**Run 1: metal layers overlaid**

The bar under the picture is 20 µm long.
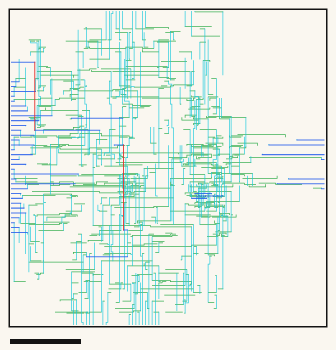
**Run 1: where the registers sit**

The bar under the picture is 20 µm long.
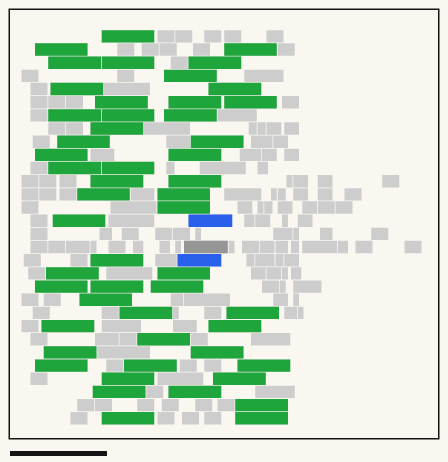
**Run 1: a small window of the routed layout**

The bar under the picture is 5 µm long. Region (34, 52) to (54, 72) µm. Cells in gray, sequential cells in the stronger gray; small squares are vias.
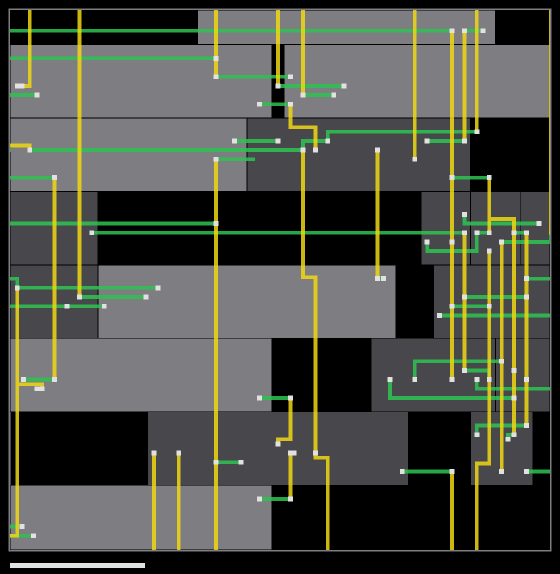
`config.mk`:
```
export PLATFORM = sky130hd
export DESIGN_NAME = fcl_requant_out_flat
export DESIGN_NICKNAME = d
export VERILOG_FILES = /design/src/rtl/fcl_requant_out_if.sv /design/src/rtl/fcl_requant_out.sv /design/src/flat_wrapper.sv
export SDC_FILE = /design/constraint.sdc
export NUM_CORES = 1
export LEC_CHECK = 0
export CORE_MARGIN = 2
export CORE_UTILIZATION = 35
export DETAILED_ROUTE_END_ITERATION = 6
export GPL_ROUTABILITY_DRIVEN = 0
export PLACE_DENSITY = 0.69
export SYNTH_ARGS = -nofsm -noshare
export SYNTH_HDL_FRONTEND = slang
export SYNTH_SLANG_ARGS = --single-unit
```
`constraint.sdc`:
```
create_clock -name clk -period 10.8 [get_ports clk]
set_clock_uncertainty 0.2 [all_clocks]
set_input_delay 1.08 -clock clk [delete_from_list [all_inputs] [get_ports clk]]
set_output_delay 1.08 -clock clk [all_outputs]
set_load 0.01 [all_outputs]
```
`src/rtl/fcl_requant_out_if.sv`:
```
// fcl_requant_out_if: accumulator-in / requantized-lane-out stream bundle.
// Handshake: a transfer happens on a rising clk edge where valid && ready are
// both high. Once valid is raised it stays high, with its payload stable, until
// that transfer completes. ready may rise or fall at any time.
// The slave modport is the requantizer's view. The master modport is the
// environment's view: producer of vectors and consumer of lanes.
// dbg_state mirrors the requantizer FSM state so that checkers can bind to it.
interface fcl_requant_out_if #(
  parameter int DATAWIDTH    = 8,
  parameter int PARALLEL_NUM = 4
);
  localparam int LW = $clog2(PARALLEL_NUM);

  logic                                acc_valid;
  logic [PARALLEL_NUM*2*DATAWIDTH-1:0] acc_in;
  logic                                acc_ready;
  logic                                out_valid;
  logic                                out_ready;
  logic [DATAWIDTH-1:0]                out_data;
  logic [LW-1:0]                       out_lane;
  logic                                out_last;
  logic                                out_sat;
  logic [0:0]                          dbg_state;

  modport master (
    output acc_valid, acc_in, out_ready,
    input  acc_ready, out_valid, out_data, out_lane, out_last, out_sat, dbg_state
  );

  modport slave (
    input  acc_valid, acc_in, out_ready,
    output acc_ready, out_valid, out_data, out_lane, out_last, out_sat, dbg_state
  );
endinterface

```
`src/rtl/fcl_requant_out.sv`:
```
// fcl_requant_out: captures one vector of wide signed accumulator lanes, then
// streams the lanes out one per beat. Each lane is requantized to DATAWIDTH bits
// with a round-half-up arithmetic shift, saturation and an optional ReLU.
// Optional build macro FCL_REQUANT_BINARIZE_EN: when it is defined, each lane
// becomes +1 or -1 according to its sign, and out_sat stays at 0.
module fcl_requant_out #(
  parameter int DATAWIDTH    = 8,
  parameter int PARALLEL_NUM = 4,
  parameter int SHIFT        = 4,
  parameter int RELU         = 0
) (
  input logic               clk,
  input logic               rst,
  fcl_requant_out_if.slave  io
);
  localparam int AW = 2 * DATAWIDTH;
  localparam int LW = $clog2(PARALLEL_NUM);

  localparam logic [0:0] ST_IDLE = 1'b0;
  localparam logic [0:0] ST_SEND = 1'b1;

  localparam logic [LW-1:0] LANE_LAST = LW'(PARALLEL_NUM - 1);

  // The rounding constant is half of one output LSB. It is zero when SHIFT is 0.
  localparam logic signed [AW:0] RND  = (AW+1)'((2 ** SHIFT) >> 1);
  localparam logic signed [AW:0] MAXV = (AW+1)'((2 ** (DATAWIDTH - 1)) - 1);
  localparam logic signed [AW:0] MINV = -MAXV - 1;

  logic [0:0]            state_q;
  logic [LW-1:0]         lane_q;
  logic signed [AW-1:0]  buf_q [PARALLEL_NUM];

  logic signed [AW-1:0]  cur;
  logic [DATAWIDTH-1:0]  q;
  logic                  q_sat;

  // State and lane counter. Reset drops any beats that are still pending.
  always_ff @(posedge clk or posedge rst) begin
    if (rst) begin
      state_q <= ST_IDLE;
      lane_q  <= '0;
    end else begin
      case (state_q)
        ST_IDLE: begin
          if (io.acc_valid) begin
            state_q <= ST_SEND;
            lane_q  <= '0;
          end
        end
        ST_SEND: begin
          if (io.out_ready) begin
            if (lane_q == LANE_LAST) begin
              state_q <= ST_IDLE;
              lane_q  <= '0;
            end else begin
              lane_q <= lane_q + 1'b1;
            end
          end
        end
        default: begin
          state_q <= ST_IDLE;
          lane_q  <= '0;
        end
      endcase
    end
  end

  // Vector buffer: it loads only on an accepted capture. Its contents after a
  // reset do not matter, so it has no reset.
  always_ff @(posedge clk) begin
    if (state_q == ST_IDLE && io.acc_valid) begin
      for (int i = 0; i < PARALLEL_NUM; i++) begin
        buf_q[i] <= io.acc_in[i*AW +: AW];
      end
    end
  end

`ifdef FCL_REQUANT_BINARIZE_EN
  // Binary activation: +1 for a lane that is zero or positive, -1 otherwise.
  always_comb begin
    cur   = buf_q[lane_q];
    q     = cur[AW-1] ? {DATAWIDTH{1'b1}} : DATAWIDTH'(1);
    q_sat = 1'b0;
  end
`else
  logic signed [AW:0] ext;
  logic signed [AW:0] sum;
  logic signed [AW:0] r;

  // Requantize the current lane. The extra bit keeps the rounding add from
  // overflowing. Saturation is applied first, then ReLU.
  always_comb begin
    cur   = buf_q[lane_q];
    ext   = {cur[AW-1], cur};
    sum   = ext + RND;
    r     = sum >>> SHIFT;
    q     = r[DATAWIDTH-1:0];
    q_sat = 1'b0;
    if (r > MAXV) begin
      q     = MAXV[DATAWIDTH-1:0];
      q_sat = 1'b1;
    end else if (r < MINV) begin
      q     = MINV[DATAWIDTH-1:0];
      q_sat = 1'b1;
    end
    if (RELU != 0 && q[DATAWIDTH-1]) begin
      q     = '0;
      q_sat = 1'b0;
    end
  end
`endif

  // All handshake outputs come from registered state. Data and sat are gated
  // so that they read 0 whenever no beat is being offered.
  always_comb begin
    io.acc_ready = (state_q == ST_IDLE);
    io.out_valid = (state_q == ST_SEND);
    io.out_lane  = lane_q;
    io.out_last  = (state_q == ST_SEND) && (lane_q == LANE_LAST);
    io.out_data  = (state_q == ST_SEND) ? q : '0;
    io.out_sat   = (state_q == ST_SEND) ? q_sat : 1'b0;
    io.dbg_state = state_q;
  end
endmodule

```
`src/flat_wrapper.sv`:
```
// flat-port wrapper written by rule: the top's interface ports become plain ports
module fcl_requant_out_flat 
#(
  parameter int DATAWIDTH    = 8,
  parameter int PARALLEL_NUM = 4,
  parameter int SHIFT        = 4,
  parameter int RELU         = 0
)
  (clk, rst, io_acc_valid, io_acc_in, io_out_ready, io_acc_ready, io_out_valid, io_out_data, io_out_lane, io_out_last, io_out_sat, io_dbg_state);
  fcl_requant_out_if #(.DATAWIDTH(DATAWIDTH), .PARALLEL_NUM(PARALLEL_NUM)) io_i ();
  input logic clk;
  input logic rst;
  input wire logic [$bits(io_i.acc_valid)-1:0] io_acc_valid;
  input wire logic [$bits(io_i.acc_in)-1:0] io_acc_in;
  input wire logic [$bits(io_i.out_ready)-1:0] io_out_ready;
  output wire logic [$bits(io_i.acc_ready)-1:0] io_acc_ready;
  output wire logic [$bits(io_i.out_valid)-1:0] io_out_valid;
  output wire logic [$bits(io_i.out_data)-1:0] io_out_data;
  output wire logic [$bits(io_i.out_lane)-1:0] io_out_lane;
  output wire logic [$bits(io_i.out_last)-1:0] io_out_last;
  output wire logic [$bits(io_i.out_sat)-1:0] io_out_sat;
  output wire logic [$bits(io_i.dbg_state)-1:0] io_dbg_state;
  assign io_i.acc_valid = io_acc_valid;
  assign io_i.acc_in = io_acc_in;
  assign io_i.out_ready = io_out_ready;
  assign io_acc_ready = io_i.acc_ready;
  assign io_out_valid = io_i.out_valid;
  assign io_out_data = io_i.out_data;
  assign io_out_lane = io_i.out_lane;
  assign io_out_last = io_i.out_last;
  assign io_out_sat = io_i.out_sat;
  assign io_dbg_state = io_i.dbg_state;
  fcl_requant_out #(.DATAWIDTH(DATAWIDTH), .PARALLEL_NUM(PARALLEL_NUM), .SHIFT(SHIFT), .RELU(RELU)) u_core (.clk(clk), .rst(rst), .io(io_i));
endmodule
```
==> job_summary.md, run 1 <==
### Flow metrics

| Metric | Value |
|---|---|
| Flip-flops | roughly 55 |
| Clock slew seen by the registers of the worst setup and hold paths | approximately 0.090 ns |
| Worst Setup Path Type | flop to output pin |
| Sw Share | 32.5% |
| Depth of the CTS H-tree | 2 |
| Yosys aoi share | about 7.6% |
| Clock tree buffer count of the final layout | 5 |
| Number of enable flip-flop cells | 52 |
| AND/OR/NAND/NOR Cells, Area Fraction | ~7.6% |
| Die area | 0.00782 mm² |
| Port Buffer Count | 70 |
| Dominant kind of combinational cell | multiplexers |
| Top flip-flop cell by instance count after synthesis | edfxtp_1 |
| Final Instance Count excl. Fillers | slightly above 300 |
| Number of global-route vias before repair | 1497 |
| Layout clock area frac | 3.18% |
| Area-dominant class | registers |
| Die X-Extent | 88.4 µm |
| Half-perimeter wire length after detailed placement | 3440 µm |
| Final setup violating endpoints | 0 |
| Number of OpenROAD warnings | 38 |
| Net Sw Power | 250 µW |
| Cell breakdown of the critical path | mux4_1, ha_1, and3_1, nand4_1, nand3_2, a211oi_4, o21bai_1, clkdlybuf4s50_1 |
| Leakage power | 1.13 nW |
| Cell at the root of the clock tree | clkbuf_8 |
| Area of the core region | about 0.007 mm² |
| Cell area after layout | 0.00338 mm² |
| # diodes | 0 |
| Number of warnings reported in the yosys synthesis log | 0 |
| Crit path time final | 5.00 ns |
| Hold path startpoint | u_core.io.dbg_state |
| Part of the total power dissipated in sequential elements | 38.4% |
| Critical path's largest stage delay | 0.90 ns |
| Power Combinational | about 350 µW |
| Relative slew slack | 44.1% |
| # DRC | 0 |
| Biggest area contributors in the synthesized netlist | edfxtp_1 (63%), mux4_1 (8.4%), mux4_2 (4.5%), dfrtp_1 (3.0%), a31o_1 (2.5%) |
| I/O pin count | 83 |
| RSZ-0062 raised after global routing | false |
| Family of cells with the greatest summed delay on the critical path | flip-flops |
| Iteration tally of the first detailed-router pass | 4 |
| Count of placed standard cells including taps | slightly below 300 |
| Aggregate negative setup slack | 0 ns |
| Yosys-reported design area after synthesis | ~0.0025 mm² |
| Sequential-to-total area share from yosys stat | 65.6% |
| Nets in the synthesized netlist | 206 |
| Status | complete, no violations |
| TritonCTS clock tree | built |
| Power consumption | slightly below 800 µW |
| Slowest CP cell | dfrtp_1 |
About 'metal layers overlaid':
layer	color	wire length
metal 4	red	42.8 µm
metal 1	green	1970 µm
metal 2	cyan	2190 µm
metal 3	blue	274 µm
drt wl/cell: 14.7 µm
WL final: 4480 µm
global-route usage over all layers: 12.1%
via count: 1453

About 'where the registers sit':
netlist name	color	placed flops
u_core.buf_q	green	52
u_core.io.out_lane	blue	2
sequential power: 296 µW
area taken by flip-flops and latches: 0.00164 mm²
proportion of cell area occupied by registers: 48.4%
utilization after layout: 49.5%

About 'a small window of the routed layout':
layer	color
metal 2	yellow
metal 1	green
sequential cells in the window	6
netlist names of flops here include	u_core.buf_q (6)
cells with their middle in the window	15
most frequent	edfxtp_1 (6), nand3_1 (2)

## run 1: metal layers
metal	routed length [µm]	vias to the layer above	part of all wire (%)	GRT usage [%]
li1	-	711	-	-
met1	1970	684	44	15.6
met2	2190	54	49	20.2
met3	273	4	6.1	2.89
met4	42	0	0.94	3.72
met5	0	-	0	0
## run 1: sequential cells by signal, indices dropped and copies added (netlist names)
register	count
u_core.io.out_lane	2
u_core.io.dbg_state	1
u_core.buf_q	52
## run 1: worst paths after layout
kind	end	slack, ns	cells after the start
max	io_out_sat	5.80	8
min	u_core.io.dbg_state	0.67	1
max reg2reg	u_core.buf_q[0][11]	8.59	2
min reg2reg	u_core.io.dbg_state	0.67	1
max in group asynchronous	u_core.io.out_lane[0]	9.48	2
min in group asynchronous	u_core.io.dbg_state	0.79	2
==> run 2, diff against run 1 <==
--- a/config.mk
+++ b/config.mk
@@ -9,7 +9,7 @@
 export CORE_UTILIZATION = 35
 export DETAILED_ROUTE_END_ITERATION = 6
 export GPL_ROUTABILITY_DRIVEN = 0
-export PLACE_DENSITY = 0.69
+export PLACE_DENSITY = 0.71
 export SYNTH_ARGS = -nofsm -noshare
 export SYNTH_HDL_FRONTEND = slang
 export SYNTH_SLANG_ARGS = --single-unit
==> constraint.sdc (replaced) <==
create_clock -name clk -period 4.05 [get_ports clk]
set_clock_uncertainty 0.2 [all_clocks]
set_input_delay 0.405 -clock clk [delete_from_list [all_inputs] [get_ports clk]]
set_output_delay 0.405 -clock clk [all_outputs]
set_load 0.01 [all_outputs]
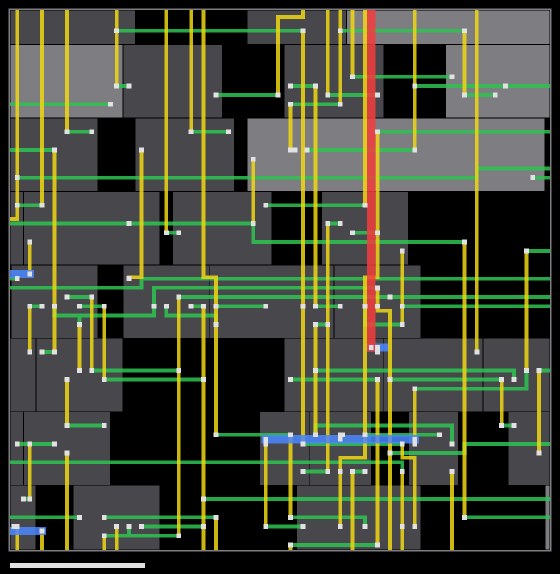
**Above:** run 2 (a small window of the routed layout).
The bar under the picture is 5 µm long. Region (34, 52) to (54, 72) µm. Cells in gray, sequential cells in the stronger gray; small squares are vias.
layer	color
metal 4	red
metal 3	blue
metal 2	yellow
metal 1	green
netlist names of flops here include	u_core.buf_q (1)
most frequent	clkdlybuf4s50_1 (7), a31o_1 (5)
cells with their middle in the window	23
sequential cells in the window	1

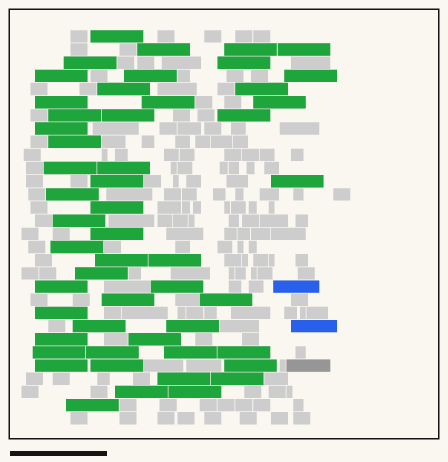
**Above:** run 2 (where the registers sit).
The bar under the picture is 20 µm long.
netlist name	color	placed flops
u_core.buf_q	green	52
u_core.io.out_lane	blue	2
not colored	1
sequential power: 766 µW
proportion of cell area occupied by registers: 47.7%
utilization after layout: 50.3%
area taken by flip-flops and latches: 0.00164 mm²

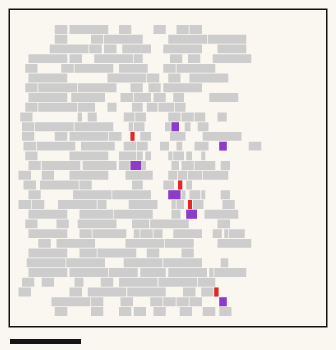
**Above:** run 2 (logic cells by family).
The bar under the picture is 20 µm long.
family	color	cells	most used
AND and OR gates	purple	6	and2_1
inverters	red	4	inv_1
most used logic cell in the final layout: clkdlybuf4s50_1
fraction of area in multi-input gates: 22.9%
Final Instance Count excl. Fillers: 314

==> job_summary.md, run 2 <==
### Flow metrics

| Metric | Value |
|---|---|
| Cell breakdown of the critical path | buf_4, mux4_2, or3b_1, a2111o_1, nand3_2, a211oi_4, buf_4, a31o_1, clkdlybuf4s50_1 (was mux4_1, ha_1, and3_1, nand4_1, nand3_2, a211oi_4, o21bai_1, clkdlybuf4s50_1) |
| Leakage power | 1.15 nW (was 1.13 nW) |
| Met2 Track Usage GR | 22.8% (was 20.2%) |
| Wire length on met3 | 267 µm (was 273 µm) |
| Via count | 1512 (was 1453) |
| Power consumption | 2.10 mW (was 769 µW) |
| Cell at the root of the clock tree | clkbuf_8 (unchanged) |
| Half-perimeter wire length after detailed placement | 3720 µm (was 3440 µm) |
| M3 GR Usage | 4.10% (was 2.89%) |
| Highest routing layer actually used | met4 (unchanged) |
| Count of placed standard cells including taps | 301 (was 297) |
| Flip-flops | 55 (unchanged) |
| Global-route usage over all layers | 13.2% (was 12.1%) |
| R2R setup slack | 1.87 ns (was 8.59 ns) |
| Layout clock area frac | 2.48% (was 3.18%) |
| Total length of routed met2 wires | 2610 µm (was 2190 µm) |
| Top flip-flop cell by instance count after synthesis | edfxtp_1 (unchanged) |
| Number of warnings reported in the yosys synthesis log | 0 (unchanged) |
| Most flop-heavy register | u_core.buf_q (unchanged) |
| Critical path's largest stage delay | 0.56 ns (was 0.90 ns) |
| Sequential-to-total area share from yosys stat | 65.6% (unchanged) |
| Die X-Extent | 88.4 µm (unchanged) |
| Power Combinational | 1.05 mW (was 346 µW) |
| Status | complete, no violations (unchanged) |
| Crit path time final | 3.90 ns |
| RSZ-0062 raised after global routing | false (unchanged) |
| Capturing point of the worst reg2reg path | u_core.buf_q[1][10] (was u_core.buf_q[0][11]) |
| Cell area after layout | 0.00343 mm² (was 0.00338 mm²) |
| Number of enable flip-flop cells | 52 (unchanged) |
| Yosys-reported design area after synthesis | 0.00249 mm² (unchanged) |
| Max FFs per register | 52 (unchanged) |
| Iteration tally of the first detailed-router pass | 4 (unchanged) |
| Net Sw Power | 710 µW (was 250 µW) |
| Clock tree buffer count of the final layout | 6 (was 5) |
| Final setup violating endpoints | 0 (unchanged) |
| Clock slew seen by the registers of the worst setup and hold paths | 0.09 ns (about the same) |
| Die area | 0.00782 mm² (unchanged) |
| TritonCTS clock tree | built (unchanged) |
| Relative slew slack | 51.0% (was 44.1%) |
| # diodes | 0 (unchanged) |
| Aggregate negative setup slack | 0 ns (unchanged) |
| # DRC | 0 (unchanged) |
| Part of the total power dissipated in sequential elements | 36.4% (was 38.4%) |
| Sw Share | 33.7% (was 32.5%) |
| Area of the core region | 0.00683 mm² (unchanged) |
| Register-to-Register Path Depth | 2 (unchanged) |
| Number of OpenROAD warnings | 38 (unchanged) |
| End point of the critical path | io_out_data[5] (was io_out_sat) |
| Area-dominant class | registers (unchanged) |
[run 2: netlist changes by cell type in the layout (fill, tap and decap cells not counted), sizes merged]
cell,delta
clkbuf,+1
bufinv,-1
clkinvlp,+1
clkinv,-1
buf,+9
[run 2: cell families after synthesis]
| logic type | share of synthesized area [%] |
|---|---|
| simple gates | 7.63 |
| mux | 12.9 |
| fa+ha+maj | 1.00 |
| compound gates | 7.63 |
| xor+xnor | 2.46 |
| flops | 65.6 |
| buf+inv | 2.71 |
[run 2: what timing repair did]
| item | CTS | global route |
|---|---|---|
| setup endpoints to repair | 8 | 8 |
| gates cloned | 0 | 0 |
| pin swaps | 0 | 1 |
| buffers inserted | 0 | 5 |
| endpoints found under the hold margin | 0 | 0 |
| resized | 2 | 3 |
| hold buffers | 0 | 0 |
==> run 3, diff against run 2 <==
--- a/config.mk
+++ b/config.mk
@@ -5,10 +5,12 @@
 export SDC_FILE = /design/constraint.sdc
 export NUM_CORES = 1
 export LEC_CHECK = 0
+export CAP_MARGIN = 20
 export CORE_MARGIN = 2
 export CORE_UTILIZATION = 35
 export DETAILED_ROUTE_END_ITERATION = 6
 export GPL_ROUTABILITY_DRIVEN = 0
+export MAX_ROUTING_LAYER = met4
 export PLACE_DENSITY = 0.71
 export SYNTH_ARGS = -nofsm -noshare
 export SYNTH_HDL_FRONTEND = slang
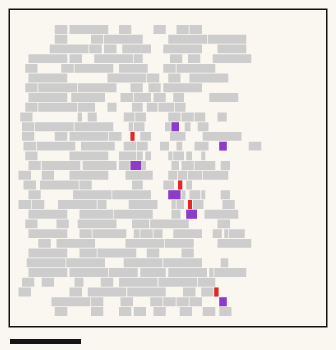
**Above:** run 3 (logic cells by family).
The bar under the picture is 20 µm long.
family	color	cells	most used
inverters	red	4	inv_1
AND and OR gates	purple	6	and2_1

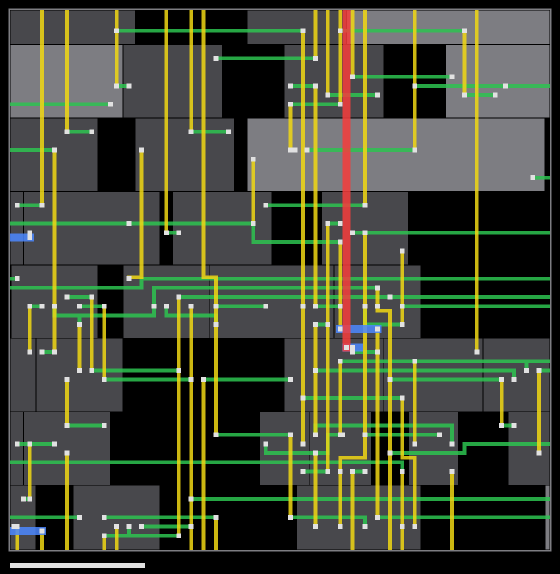
**Above:** run 3 (a small window of the routed layout).
The bar under the picture is 5 µm long. Region (34, 52) to (54, 72) µm. Cells in gray, sequential cells in the stronger gray; small squares are vias.
layer	color
metal 3	blue
metal 1	green
metal 4	red
metal 2	yellow
netlist names of flops here include	u_core.buf_q (1)
most frequent	clkdlybuf4s50_1 (7), a31o_1 (5)
cells with their middle in the window	23
sequential cells in the window	1

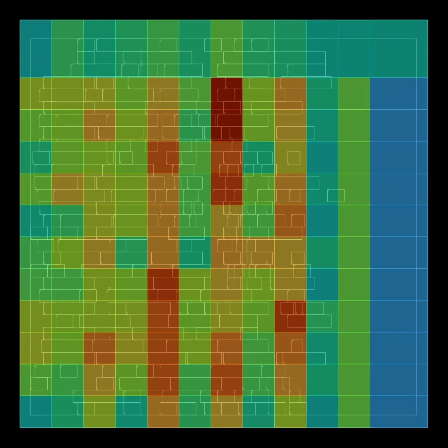
**Above:** run 3 (congestion heat map).
global-route layer with the greatest usage: met2
GR Util met1: 15.0%
drt wl/cell: 15.8 µm
met2 Track Usage GR: 22.8%
global-route usage over all layers: 13.6%

==> job_summary.md, run 3 <==
### Flow metrics

| Metric | Value |
|---|---|
| Die area | 0.00782 mm² (unchanged) |
| Number of warnings reported in the yosys synthesis log | 0 (unchanged) |
| Number of OpenROAD warnings | 38 (unchanged) |
| Post-cts hold-fix buffer tally | 0 (unchanged) |
| Cell area after layout | 0.00343 mm² (unchanged) |
| # DRC | 0 (unchanged) |
| Slowest CP cell | mux4_2 (unchanged) |
| Aggregate negative setup slack | 0 ns (unchanged) |
| Worst Setup Path Type | flop to output pin (unchanged) |
| Sequential power | 766 µW (about the same) |
| Biggest area contributors in the synthesized netlist | edfxtp_1 (63%), mux4_1 (8.4%), mux4_2 (4.5%), dfrtp_1 (3.0%), a31o_1 (2.5%) (unchanged) |
| Utilization after layout | 50.3% (unchanged) |
| Number of gates given a new drive strength after cts | 2 (unchanged) |
| Sw Share | 33.7% (about the same) |
| End point of the critical path | io_out_data[5] (unchanged) |
| Most flop-heavy register | u_core.buf_q (unchanged) |
| Count of placed standard cells including taps | 301 (unchanged) |
| Power consumption | 2.10 mW (about the same) |
| Highest routing layer actually used | met4 (unchanged) |
| Clock slew seen by the registers of the worst setup and hold paths | 0.09 ns (about the same) |
| Final setup violating endpoints | 0 (unchanged) |
| Part of the total power dissipated in sequential elements | 36.4% (about the same) |
| Nets in the synthesized netlist | 206 (unchanged) |
| Port Buffer Count | 70 (unchanged) |
| Yosys-reported design area after synthesis | 0.00249 mm² (unchanged) |
| Metal-1 WL | 1990 µm (was 1970 µm) |
| Iteration tally of the first detailed-router pass | 4 (unchanged) |
| Capturing point of the worst reg2reg path | u_core.buf_q[1][10] (unchanged) |
| Max FFs per register | 52 (unchanged) |
| Status | complete, no violations (unchanged) |
| Area taken by flip-flops and latches | 0.00164 mm² (unchanged) |
| Depth of the CTS H-tree | 2 (unchanged) |
| Register-to-Register Path Depth | 2 (unchanged) |
| Leakage power | 1.15 nW (unchanged) |
| Cell at the root of the clock tree | clkbuf_8 (unchanged) |
| Family of cells with the greatest summed delay on the critical path | buffers and inverters (unchanged) |
| M3 GR Usage | 3.82% (was 4.10%) |
| Net Sw Power | 709 µW (was 710 µW) |
| Number of enable flip-flop cells | 52 (unchanged) |
| # diodes | 0 (unchanged) |
| Total length of routed met2 wires | 2610 µm (about the same) |
| Cell breakdown of the critical path | buf_4, mux4_2, or3b_1, a2111o_1, nand3_2, a211oi_4, buf_4, a31o_1, clkdlybuf4s50_1 (unchanged) |
| Area of the core region | 0.00683 mm² (unchanged) |
run 3: cell counts in the layout (fill, tap and decap cells not counted):
No cell type changed its count.
run 3: cells by family (layout without fill, tap and decap cells):
logic type / after synthesis / count (layout) / share of synthesized area (%)
xor gates and xnor gates: 7 / 7 / 2.46
and+or+nand+nor: 29 / 29 / 7.63
buffers and inverters: 10 / 92 / 2.71
muxes: 13 / 13 / 12.9
DFF: 55 / 55 / 65.6
adders and majority gates: 2 / 2 / 1.00
AOI/OAI and AO/OA: 20 / 20 / 7.63
run 3: area by class of cell:
class	count	area share [%]
clock buffer	6	2.11
clock inverter	2	0.364
inverter	4	0.437
multi-input combinational	71	22.9
sequential	55	47.7
tap	96	3.50
timing repair buffer	80	23.0
No activity file was given, so power comes from the tool's default toggle rates.
